==> config.mk <==
export PLATFORM = sky130hd
export DESIGN_NAME = pixel_unpacker
export DESIGN_NICKNAME = d
export VERILOG_FILES = /design/src/rtl/vga_pkg.sv /design/src/rtl/pixel_fifo.sv /design/src/rtl/pixel_unpacker.sv
export SDC_FILE = /design/constraint.sdc
export NUM_CORES = 1
export LEC_CHECK = 0
export CAP_MARGIN = 0
export CORE_ASPECT_RATIO = 1.75
export CORE_MARGIN = 2
export CORE_UTILIZATION = 61
export DETAILED_ROUTE_END_ITERATION = 7
export GPL_TIMING_DRIVEN = 0
export PLACE_DENSITY = 0.85
export SLEW_MARGIN = 20
export SYNTH_ARGS = -nofsm -noshare
export SYNTH_HDL_FRONTEND = slang
export SYNTH_HIERARCHICAL = 1
export SYNTH_SLANG_ARGS = --single-unit
==> constraint.sdc <==
create_clock -name clk -period 6.3 [get_ports clk]
set_clock_uncertainty 0.15 [all_clocks]
set_input_delay 0.63 -clock clk [delete_from_list [all_inputs] [get_ports clk]]
set_output_delay 0.63 -clock clk [all_outputs]
set_load 0.01 [all_outputs]
==> src/rtl/vga_pkg.sv <==
// Shared types and frame geometry for the VGA serial display pixel path.
package vga_pkg;

    typedef enum logic [1:0] {
        F_IDLE    = 2'd0,
        F_REQ     = 2'd1,
        F_RELEASE = 2'd2
    } fetch_state_t;

    localparam int WORD_W          = 32;
    localparam int PIX_W           = 24;
    localparam int H_PIX           = 480;
    localparam int V_PIX           = 360;
    localparam int WORDS_PER_FRAME = H_PIX * V_PIX * PIX_W / WORD_W;

endpackage

==> src/rtl/pixel_fifo.sv <==
// Small pixel FIFO with flush. The head entry is read straight out of the
// register array, so a pop can load the consumer's register in the same cycle.
module pixel_fifo #(
    parameter int PIX_W      = 24,
    parameter int FIFO_DEPTH = 8
) (
    input  logic             clk,
    input  logic             rst,
    input  logic             flush,
    input  logic             push,
    input  logic [PIX_W-1:0] din,
    input  logic             pop,
    output logic [PIX_W-1:0] head,
    output logic             full,
    output logic             empty
);

    localparam int PTR_W = $clog2(FIFO_DEPTH);
    localparam int CNT_W = $clog2(FIFO_DEPTH + 1);
    localparam logic [CNT_W-1:0] DEPTH_C = CNT_W'(FIFO_DEPTH);

    logic [PIX_W-1:0] mem [FIFO_DEPTH];
    logic [PTR_W-1:0] wr_ptr;
    logic [PTR_W-1:0] rd_ptr;
    logic [CNT_W-1:0] count;
    logic             do_push;
    logic             do_pop;

    assign empty   = (count == '0);
    assign full    = (count == DEPTH_C);
    assign do_pop  = pop && !empty;
    assign do_push = push && (!full || do_pop);
    assign head    = mem[rd_ptr];

    // Storage array; contents need no reset because occupancy gates every read.
    always_ff @(posedge clk) begin
        if (do_push && !flush)
            mem[wr_ptr] <= din;
    end

    // Pointers wrap naturally (power-of-two depth); occupancy tracks push/pop.
    always_ff @(posedge clk or negedge rst) begin
        if (!rst) begin
            wr_ptr <= '0;
            rd_ptr <= '0;
            count  <= '0;
        end else if (flush) begin
            wr_ptr <= '0;
            rd_ptr <= '0;
            count  <= '0;
        end else begin
            if (do_push)
                wr_ptr <= wr_ptr + PTR_W'(1);
            if (do_pop)
                rd_ptr <= rd_ptr + PTR_W'(1);
            case ({do_push, do_pop})
                2'b10:   count <= count + CNT_W'(1);
                2'b01:   count <= count - CNT_W'(1);
                default: count <= count;
            endcase
        end
    end

endmodule

==> src/rtl/pixel_unpacker.sv <==
// Fetches 32-bit words from the RAM reader, unpacks them MSB-first into
// 24-bit RGB pixels through a bit accumulator, and hands one pixel per
// pix_ce strobe to the DAC during the visible area.
module pixel_unpacker #(
    parameter int WORD_W     = vga_pkg::WORD_W,
    parameter int PIX_W      = vga_pkg::PIX_W,
    parameter int H_PIX      = vga_pkg::H_PIX,
    parameter int V_PIX      = vga_pkg::V_PIX,
    parameter int REQ_HOLD   = 3,
    parameter int FIFO_DEPTH = 8
) (
    input  logic              clk,
    input  logic              rst,
    input  logic              frame_start,
    input  logic              pix_ce,
    input  logic              active,
    input  logic [WORD_W-1:0] ram_data,
    output logic              refresh_data,
    output logic              visible,
    output logic [PIX_W-1:0]  pixel_rgb,
    output logic              underflow
);

    import vga_pkg::*;

    localparam int ACC_W = WORD_W + PIX_W;
    localparam int AB_W  = $clog2(ACC_W + 1);
    localparam int WPF_I = H_PIX * V_PIX * PIX_W / WORD_W;
    localparam int WF_W  = $clog2(WPF_I + 1);
    localparam int HC_W  = (REQ_HOLD > 1) ? $clog2(REQ_HOLD) : 1;

    localparam logic [WF_W-1:0] WPF       = WF_W'(WPF_I);
    localparam logic [AB_W-1:0] ACC_PIX   = AB_W'(PIX_W);
    localparam logic [AB_W-1:0] ACC_WORD  = AB_W'(WORD_W);
    localparam logic [AB_W-1:0] ROOM      = AB_W'(ACC_W - WORD_W);
    localparam logic [HC_W-1:0] HOLD_LAST = HC_W'(REQ_HOLD - 1);

    fetch_state_t     state;
    logic [HC_W-1:0]  hold_cnt;
    logic [ACC_W-1:0] acc;
    logic [ACC_W-1:0] acc_nxt;
    logic [AB_W-1:0]  acc_bits;
    logic [AB_W-1:0]  acc_bits_nxt;
    logic [WF_W-1:0]  words_fetched;
    logic             capture;
    logic             extract;
    logic             fetch_ok;
    logic             fifo_full;
    logic             fifo_empty;
    logic             fifo_pop;
    logic [PIX_W-1:0] fifo_head;

    assign refresh_data = (state == F_REQ);
    assign visible      = (state != F_IDLE);

    // Capture on the last hold cycle; extraction yields to capture so the
    // accumulator never appends and shifts in the same cycle.
    assign capture  = (state == F_REQ) && (hold_cnt == HOLD_LAST) && !frame_start;
    assign extract  = (acc_bits >= ACC_PIX) && !fifo_full && !capture && !frame_start;
    assign fifo_pop = pix_ce && active && !fifo_empty && !frame_start;

    // A new request is allowed only if the word will still fit once it lands;
    // looking at next-cycle occupancy lets RELEASE chain straight into REQ.
    assign fetch_ok = (words_fetched < WPF) && (acc_bits_nxt <= ROOM);

    // Accumulator next state: new words land just below the valid MSB-aligned bits.
    always_comb begin
        acc_nxt      = acc;
        acc_bits_nxt = acc_bits;
        if (frame_start) begin
            acc_nxt      = '0;
            acc_bits_nxt = '0;
        end else if (capture) begin
            acc_nxt      = acc | ({ram_data, {PIX_W{1'b0}}} >> acc_bits);
            acc_bits_nxt = acc_bits + ACC_WORD;
        end else if (extract) begin
            acc_nxt      = acc << PIX_W;
            acc_bits_nxt = acc_bits - ACC_PIX;
        end
    end

    // Fetch FSM: hold the request for REQ_HOLD cycles, then one release cycle.
    always_ff @(posedge clk or negedge rst) begin
        if (!rst) begin
            state    <= F_IDLE;
            hold_cnt <= '0;
        end else if (frame_start) begin
            state    <= (state == F_REQ) ? F_RELEASE : F_IDLE;
            hold_cnt <= '0;
        end else begin
            case (state)
                F_IDLE: begin
                    if (fetch_ok)
                        state <= F_REQ;
                end
                F_REQ: begin
                    if (hold_cnt == HOLD_LAST) begin
                        hold_cnt <= '0;
                        state    <= F_RELEASE;
                    end else begin
                        hold_cnt <= hold_cnt + HC_W'(1);
                    end
                end
                F_RELEASE: begin
                    state <= fetch_ok ? F_REQ : F_IDLE;
                end
                default: begin
                    state    <= F_IDLE;
                    hold_cnt <= '0;
                end
            endcase
        end
    end

    // Accumulator and saturating per-frame word counter.
    always_ff @(posedge clk or negedge rst) begin
        if (!rst) begin
            acc           <= '0;
            acc_bits      <= '0;
            words_fetched <= '0;
        end else begin
            acc      <= acc_nxt;
            acc_bits <= acc_bits_nxt;
            if (frame_start)
                words_fetched <= '0;
            else if (capture && (words_fetched != WPF))
                words_fetched <= words_fetched + WF_W'(1);
        end
    end

    // Output register: pop on an active strobe, blank otherwise, flag starvation.
    always_ff @(posedge clk or negedge rst) begin
        if (!rst) begin
            pixel_rgb <= '0;
            underflow <= 1'b0;
        end else if (frame_start) begin
            pixel_rgb <= '0;
            underflow <= 1'b0;
        end else if (pix_ce) begin
            if (active && !fifo_empty) begin
                pixel_rgb <= fifo_head;
            end else begin
                pixel_rgb <= '0;
                if (active)
                    underflow <= 1'b1;
            end
        end
    end

    pixel_fifo #(
        .PIX_W      (PIX_W),
        .FIFO_DEPTH (FIFO_DEPTH)
    ) u_fifo (
        .clk   (clk),
        .rst   (rst),
        .flush (frame_start),
        .push  (extract),
        .din   (acc[ACC_W-1 -: PIX_W]),
        .pop   (fifo_pop),
        .head  (fifo_head),
        .full  (fifo_full),
        .empty (fifo_empty)
    );

endmodule

==> reports/summary.txt <==
hold path startpoint = pixel_rgb[8]
final worst setup slack = 1.35 ns
GRT busiest layer = met2
Metal-1 WL = 14700 µm
vias in the first global route = 11200
Fin. Hold Viols = 0
hpwl dp = 31700 µm
Total Neg Setup Slack = 0 ns
Max FO, Critical Path = 14
RSZ-0062 raised after global routing = false
Final Setup Violations = 0
Init Core Util = 62.0%
Clock net power = 1.66 mW
final slew viol count = 0
Largest regs = u_fifo/mem: 192 flops, acc: 56 flops, pixel_rgb: 24 flops
count of library flops with an enable pin = 192
drt drc = 7
die outline width = 124 µm
fin nets = 1258
routed vias/inst = 7.12
Slew headroom = 25.9%
post-synth top area cell = edfxtp_1
dominant logic cell type in the layout = edfxtp_1
Post-Synthesis Cell Area = 15300 µm²
FFs w/ async S/R, synth = 38.1%
Tightest Pin Transition = 1.10 ns
routed len/inst = 29.0 µm
clock root buffer master = clkbuf_16
Pint = 3.34 mW
non-filler cells, final = 1546
Reg2Reg Setup Slack = 1.58 ns
n_taps = 312
R2R Path End = u_fifo/count[3]
tool warnings = 27
met2 usage = 60.1%
Leak = 6.47 nW
largest reg by FF count = u_fifo/mem
Area growth, synth to finish = 14.5%
top cells by area, synth = edfxtp_1, dfrtp_1, mux4_2
logic share of the area = 35.3%
Post-Place Cells = 1495
Plain + repair buffers = 159
Commonest flop = edfxtp_1
Routed WL = 44800 µm
count of multi-input gates = 697
Hold Slack = 0.350 ns
reg2reg path depth = 11
Layout non-clock buf frac = 7.25%
largest net degree at the start of global routing = 66
Psw = 1.19 mW
fin area = 17500 µm²
Antenna Cells = 0
status = finished with violations
Sequential Power = 2.33 mW
Chip Area, Yosys = 15300 µm²
met3 GRT Util = 5.56%
Top-area cell share = 37.8%
commonest cells in the netlist = edfxtp_1, dfrtp_1, nand2_1
initial antenna violation count = 0
failing checks = design-rule violations
critical path type = input pin to flop
GP Congestion = 1.07
Ports = 64
Clock Power Share = 36.7%
reg2reg start = u_fifo/count[0]
-- worst max-delay path, cell delays in order --
cell and delay (ns):
clkdlybuf4s50_1 0.60, clkbuf_1 0.36, nor3_2 0.75, clkbuf_1 0.78
o41ai_4 0.30, nor2_2 0.28, ha_1 0.30, a21o_1 0.19
a2111oi_0 0.70, o21bai_1 0.21, a31oi_1 0.16
-- cells by family (layout without fill, tap and decap cells) --
group / Yosys count / in the layout / share of synthesized area [%]
xor+xnor: 16 / 16 / 0.918
simple gates: 283 / 283 / 8.85
buf+inv: 89 / 227 / 2.94
compound gates: 225 / 225 / 11.0
mux: 165 / 165 / 18.5
flops: 310 / 310 / 57.1
fa+ha+maj: 8 / 8 / 0.705
Figure 1. Supply network.
The bar under the picture is 20 µm long. Pins as bars on the die edge. Tap cells in gray.
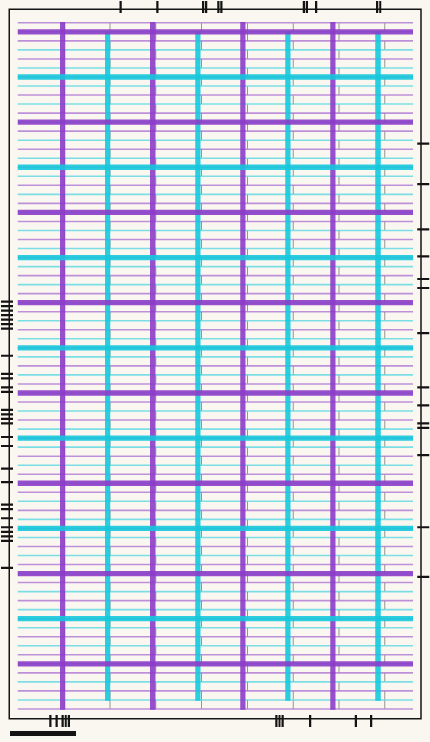
purple -> VSS
cyan -> VDD
met1 rails = 77
tap cells = 312
signal pins = 64
met5 straps = 15

Figure 2. Where the registers sit.
The bar under the picture is 20 µm long. Other sequential cells in the stronger gray, the rest of the logic in the fainter gray.
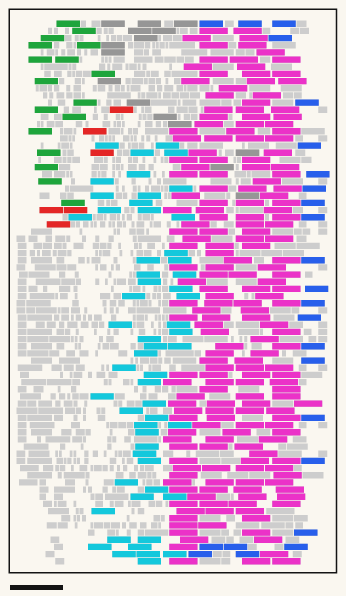
blue -> pixel_rgb  # flops 24
magenta -> u_fifo/mem  # flops 192
cyan -> acc  # flops 56, where a column down the middle
red -> acc_bits  # flops 6
green -> words_fetched  # flops 17, where top left

Figure 3. Cell density map.
The bar under the picture is 20 µm long. 12 x 21 tiles, from white (low) to dark blue (high), 0 to 100% covered.
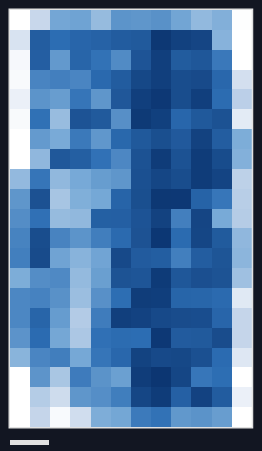
mean over tiles = 65%
tiles over 75% full = 47%
nearly empty tiles = 4.4%

Figure 4. Cell outlines without signal wires.
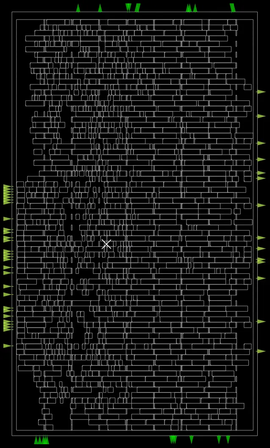
filler instances: 1637
Core ar.: 24600 µm²
row count: 76
fin util: 71.0%

Figure 5. I/O nets highlighted.
The bar under the picture is 20 µm long.
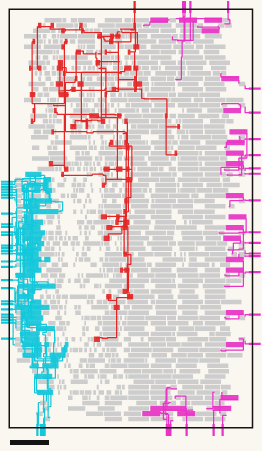
red -> frame_start  # bits 1, direction input, edge top, end cells 82, buffers 9, wire 1240 µm
magenta -> pixel_rgb  # bits 24, direction output, edge 14 right, 6 bottom, 4 top, end cells 24, buffers 24, wire 624 µm
cyan -> ram_data  # bits 32, direction input, edge 28 left, 4 bottom, end cells 56, buffers 32, wire 1600 µm

No activity file was given, so power comes from the tool's default toggle rates.
